==> images/metal_density.png <==
31 x 31 tiles, from black (low) to pale yellow (high), scaled to the fullest tile. Values are wire area over tile area, all layers added.
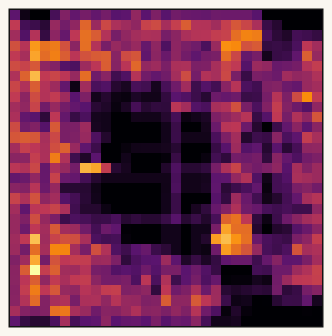
==> images/sizes.png <==
Scale bar: 50 um.
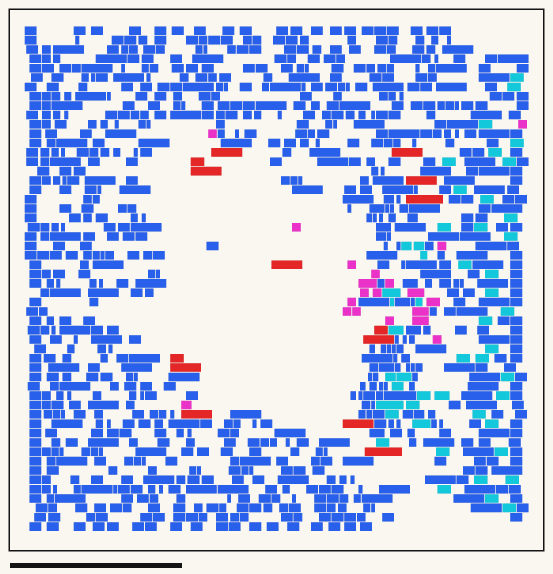
===== src/rtl/fp_adder_arbiter_pkg.sv =====
// Shared types and helpers for the LDPC floating-point adder sharing logic.
package ldpc_fp_pkg;

    localparam int unsigned FP_W = 32;

    typedef enum logic [1:0] {
        IDLE = 2'd0,
        HOLD = 2'd1,
        RESP = 2'd2
    } state_t;

    // Unused mask bits must be zero, which makes a mod-16 scan equal to a mod-NUM_REQ scan.
    function automatic logic [3:0] rr_pick(input logic [15:0] mask, input logic [3:0] ptr);
        logic [3:0] idx;
        logic       found;
        found   = 1'b0;
        rr_pick = '0;
        for (int unsigned k = 0; k < 16; k++) begin
            idx = ptr + 4'(k);
            if (!found && mask[idx]) begin
                found   = 1'b1;
                rr_pick = idx;
            end
        end
    endfunction

endpackage


===== src/rtl/fp_adder_arbiter_if.sv =====
// Requester, adder and response signals of the shared FP adder arbiter.
interface fp_adder_arbiter_if import ldpc_fp_pkg::*; #(
    parameter int unsigned NUM_REQ = 4,
    parameter int unsigned ID_W    = 2
);
    logic [NUM_REQ-1:0]      req_valid;
    logic [NUM_REQ-1:0]      req_ready;
    logic [FP_W*NUM_REQ-1:0] req_a;
    logic [FP_W*NUM_REQ-1:0] req_b;
    logic [FP_W-1:0]         add_in1;
    logic [FP_W-1:0]         add_in2;
    logic [FP_W-1:0]         add_out;
    logic                    resp_valid;
    logic                    resp_ready;
    logic [FP_W-1:0]         resp_data;
    logic [ID_W-1:0]         resp_id;
    logic                    busy;

    modport slave (
        input  req_valid, req_a, req_b, add_out, resp_ready,
        output req_ready, add_in1, add_in2, resp_valid, resp_data, resp_id, busy
    );

    modport master (
        output req_valid, req_a, req_b, add_out, resp_ready,
        input  req_ready, add_in1, add_in2, resp_valid, resp_data, resp_id, busy
    );
endinterface


===== src/rtl/fp_adder_arbiter_rr_arbiter.sv =====
// Combinational round-robin pick: first valid requester at or above the pointer, wrapping.
module rr_arbiter import ldpc_fp_pkg::*; #(
    parameter int unsigned NUM_REQ = 4,
    parameter int unsigned ID_W    = 2
) (
    input  logic [NUM_REQ-1:0] i_req_valid,
    input  logic [ID_W-1:0]    i_ptr,
    output logic [NUM_REQ-1:0] o_grant,
    output logic [ID_W-1:0]    o_idx,
    output logic               o_any
);
    logic [15:0] w_mask;
    logic [3:0]  w_pick;

    always_comb begin
        w_mask               = '0;
        w_mask[NUM_REQ-1:0]  = i_req_valid;
    end

    assign w_pick = rr_pick(w_mask, 4'(i_ptr));
    assign o_idx  = ID_W'(w_pick);
    assign o_any  = |i_req_valid;

    always_comb begin
        o_grant = '0;
        for (int unsigned i = 0; i < NUM_REQ; i++) begin
            o_grant[i] = o_any && (w_pick == 4'(i));
        end
    end
endmodule


===== src/rtl/fp_adder_arbiter.sv =====
// Round-robin sharing of one external multicycle FP adder among NUM_REQ requesters,
// returning the registered sum tagged with the requester index.
module fp_adder_arbiter import ldpc_fp_pkg::*; #(
    parameter int unsigned NUM_REQ    = 4,
    parameter int unsigned ID_W       = 2,
    parameter int unsigned ADD_CYCLES = 2
) (
    input logic               clk,
    input logic               rst_n,
    fp_adder_arbiter_if.slave bus
);
    state_t             r_state;
    state_t             w_state_nxt;
    logic [ID_W-1:0]    r_ptr;
    logic [ID_W-1:0]    r_id;
    logic [ID_W-1:0]    w_idx;
    logic [NUM_REQ-1:0] w_grant;
    logic               w_any;
    logic               w_accept;
    logic [3:0]         r_cnt;
    logic [FP_W-1:0]    r_in1;
    logic [FP_W-1:0]    r_in2;
    logic [FP_W-1:0]    r_data;
    logic [FP_W-1:0]    w_a;
    logic [FP_W-1:0]    w_b;

    rr_arbiter #(
        .NUM_REQ (NUM_REQ),
        .ID_W    (ID_W)
    ) u_arb (
        .i_req_valid (bus.req_valid),
        .i_ptr       (r_ptr),
        .o_grant     (w_grant),
        .o_idx       (w_idx),
        .o_any       (w_any)
    );

    assign w_accept = (r_state == IDLE) && w_any;

    always_comb begin
        w_a = '0;
        w_b = '0;
        for (int unsigned i = 0; i < NUM_REQ; i++) begin
            if (w_grant[i]) begin
                w_a = w_a | bus.req_a[i*FP_W +: FP_W];
                w_b = w_b | bus.req_b[i*FP_W +: FP_W];
            end
        end
    end

    always_ff @(posedge clk or negedge rst_n) begin
        if (!rst_n) begin
            r_state <= IDLE;
        end else begin
            r_state <= w_state_nxt;
        end
    end

    always_comb begin
        w_state_nxt = r_state;
        unique case (r_state)
            IDLE:    if (w_any) w_state_nxt = HOLD;
            HOLD:    if (r_cnt == '0) w_state_nxt = RESP;
            RESP:    if (bus.resp_ready) w_state_nxt = IDLE;
            default: w_state_nxt = IDLE;
        endcase
    end

    // Operands stay frozen from accept until the sum is sampled, so the adder sees a multicycle path.
    always_ff @(posedge clk or negedge rst_n) begin
        if (!rst_n) begin
            r_ptr  <= '0;
            r_id   <= '0;
            r_cnt  <= '0;
            r_in1  <= '0;
            r_in2  <= '0;
            r_data <= '0;
        end else if (w_accept) begin
            r_in1 <= w_a;
            r_in2 <= w_b;
            r_id  <= w_idx;
            r_ptr <= (32'(w_idx) == NUM_REQ - 1) ? '0 : w_idx + 1'b1;
            r_cnt <= 4'(ADD_CYCLES - 1);
        end else if (r_state == HOLD) begin
            if (r_cnt != '0) begin
                r_cnt <= r_cnt - 1'b1;
            end else begin
                r_data <= bus.add_out;
            end
        end
    end

    always_comb begin
        bus.req_ready  = '0;
        if (r_state == IDLE) bus.req_ready = w_grant;
        bus.busy       = (r_state != IDLE);
        bus.resp_valid = (r_state == RESP);
        bus.add_in1    = r_in1;
        bus.add_in2    = r_in2;
        bus.resp_data  = r_data;
        bus.resp_id    = r_id;
    end
endmodule


===== src/flat_wrapper.sv =====
// flat-port wrapper written by rule: the top's interface ports become plain ports
module fp_adder_arbiter_flat import ldpc_fp_pkg::*;
#(
    parameter int unsigned NUM_REQ    = 4,
    parameter int unsigned ID_W       = 2,
    parameter int unsigned ADD_CYCLES = 2
)
  (clk, rst_n, bus_req_valid, bus_req_a, bus_req_b, bus_add_out, bus_resp_ready, bus_req_ready, bus_add_in1, bus_add_in2, bus_resp_valid, bus_resp_data, bus_resp_id, bus_busy);
  fp_adder_arbiter_if #(.NUM_REQ(NUM_REQ), .ID_W(ID_W)) bus_i ();
  input logic clk;
  input logic rst_n;
  input wire logic [$bits(bus_i.req_valid)-1:0] bus_req_valid;
  input wire logic [$bits(bus_i.req_a)-1:0] bus_req_a;
  input wire logic [$bits(bus_i.req_b)-1:0] bus_req_b;
  input wire logic [$bits(bus_i.add_out)-1:0] bus_add_out;
  input wire logic [$bits(bus_i.resp_ready)-1:0] bus_resp_ready;
  output wire logic [$bits(bus_i.req_ready)-1:0] bus_req_ready;
  output wire logic [$bits(bus_i.add_in1)-1:0] bus_add_in1;
  output wire logic [$bits(bus_i.add_in2)-1:0] bus_add_in2;
  output wire logic [$bits(bus_i.resp_valid)-1:0] bus_resp_valid;
  output wire logic [$bits(bus_i.resp_data)-1:0] bus_resp_data;
  output wire logic [$bits(bus_i.resp_id)-1:0] bus_resp_id;
  output wire logic [$bits(bus_i.busy)-1:0] bus_busy;
  assign bus_i.req_valid = bus_req_valid;
  assign bus_i.req_a = bus_req_a;
  assign bus_i.req_b = bus_req_b;
  assign bus_i.add_out = bus_add_out;
  assign bus_i.resp_ready = bus_resp_ready;
  assign bus_req_ready = bus_i.req_ready;
  assign bus_add_in1 = bus_i.add_in1;
  assign bus_add_in2 = bus_i.add_in2;
  assign bus_resp_valid = bus_i.resp_valid;
  assign bus_resp_data = bus_i.resp_data;
  assign bus_resp_id = bus_i.resp_id;
  assign bus_busy = bus_i.busy;
  fp_adder_arbiter #(.NUM_REQ(NUM_REQ), .ID_W(ID_W), .ADD_CYCLES(ADD_CYCLES)) u_core (.clk(clk), .rst_n(rst_n), .bus(bus_i));
endmodule

===== config.mk =====
export PLATFORM = sky130hd
export DESIGN_NAME = fp_adder_arbiter_flat
export DESIGN_NICKNAME = d
export VERILOG_FILES = /design/src/rtl/fp_adder_arbiter_pkg.sv /design/src/rtl/fp_adder_arbiter_if.sv /design/src/rtl/fp_adder_arbiter_rr_arbiter.sv /design/src/rtl/fp_adder_arbiter.sv /design/src/flat_wrapper.sv
export SDC_FILE = /design/constraint.sdc
export NUM_CORES = 1
export LEC_CHECK = 0
export CAP_MARGIN = 20
export CORE_AREA = 4 4 151 153
export CTS_CLUSTER_SIZE = 16
export DETAILED_ROUTE_END_ITERATION = 8
export DIE_AREA = 0 0 155 157
export PLACE_DENSITY = 0.62
export SETUP_SLACK_MARGIN = 0.02
export SKIP_LAST_GASP = 1
export SYNTH_ARGS = -nofsm -noshare
export SYNTH_HDL_FRONTEND = slang
export SYNTH_SLANG_ARGS = --single-unit

===== constraint.sdc =====
create_clock -name clk -period 4.7 [get_ports clk]
set_input_delay 0.47 -clock clk [delete_from_list [all_inputs] [get_ports clk]]
set_output_delay 0.47 -clock clk [all_outputs]
set_load 0.02 [all_outputs]

==> flow_summary_export.csv <==
group,metric,value,unit
final_timing,skew,0.0185,ns
clock_tree,ctsRootBufferMaster,"clkbuf_16",
clock_tree,clockBufferDepth,2,
grt,grt_overflow,0,
yosys,post-synth-top-count-cell,"a22oi_1",
job,log.warning_count,31,
floorplan,io_pins,399,
critical_path,cp.depth,10,
clock_tree,htree_levels,3,
critical_path,cp.arrival,3.77,ns
final_layout,comb_area,2680,um^2
yosys,compound_area_frac,0.278,
final_layout,layout.nonclk_buf_frac,0.402,
status,status,"complete, no violations",
final_layout,seq_area_frac,0.262,
detailed_routing,met3_length,2.35,mm
grt,grt_pass1_wl,35.2,mm
power,seqPwrFrac,0.221,
power,swShare,0.459,
power,combinationalPower,5.08,mW
grt,globalRoute.busiestLayer,"met2",
yosys,ys_area,5540,um^2
## Picture notes: metal_density.png
nearly empty tiles: 11%
tiles over half the peak: 15%
mean over tiles: 0.16
fullest tile: 0.55
emptiest ninth of the die: centre

## Picture notes: sizes.png
| colour | size | cells | most used |
|---|---|---|---|
| cyan | _2 cells | 49 | mux2_2 |
| red | _6 and larger | 14 | clkbuf_16 |
| magenta | _3 and _4 cells | 20 | buf_4 |
| blue | _0 and _1 cells | 836 | clkdlybuf4s50_1 |

Power figures rest on the tool's default switching activity, not on a simulated workload.
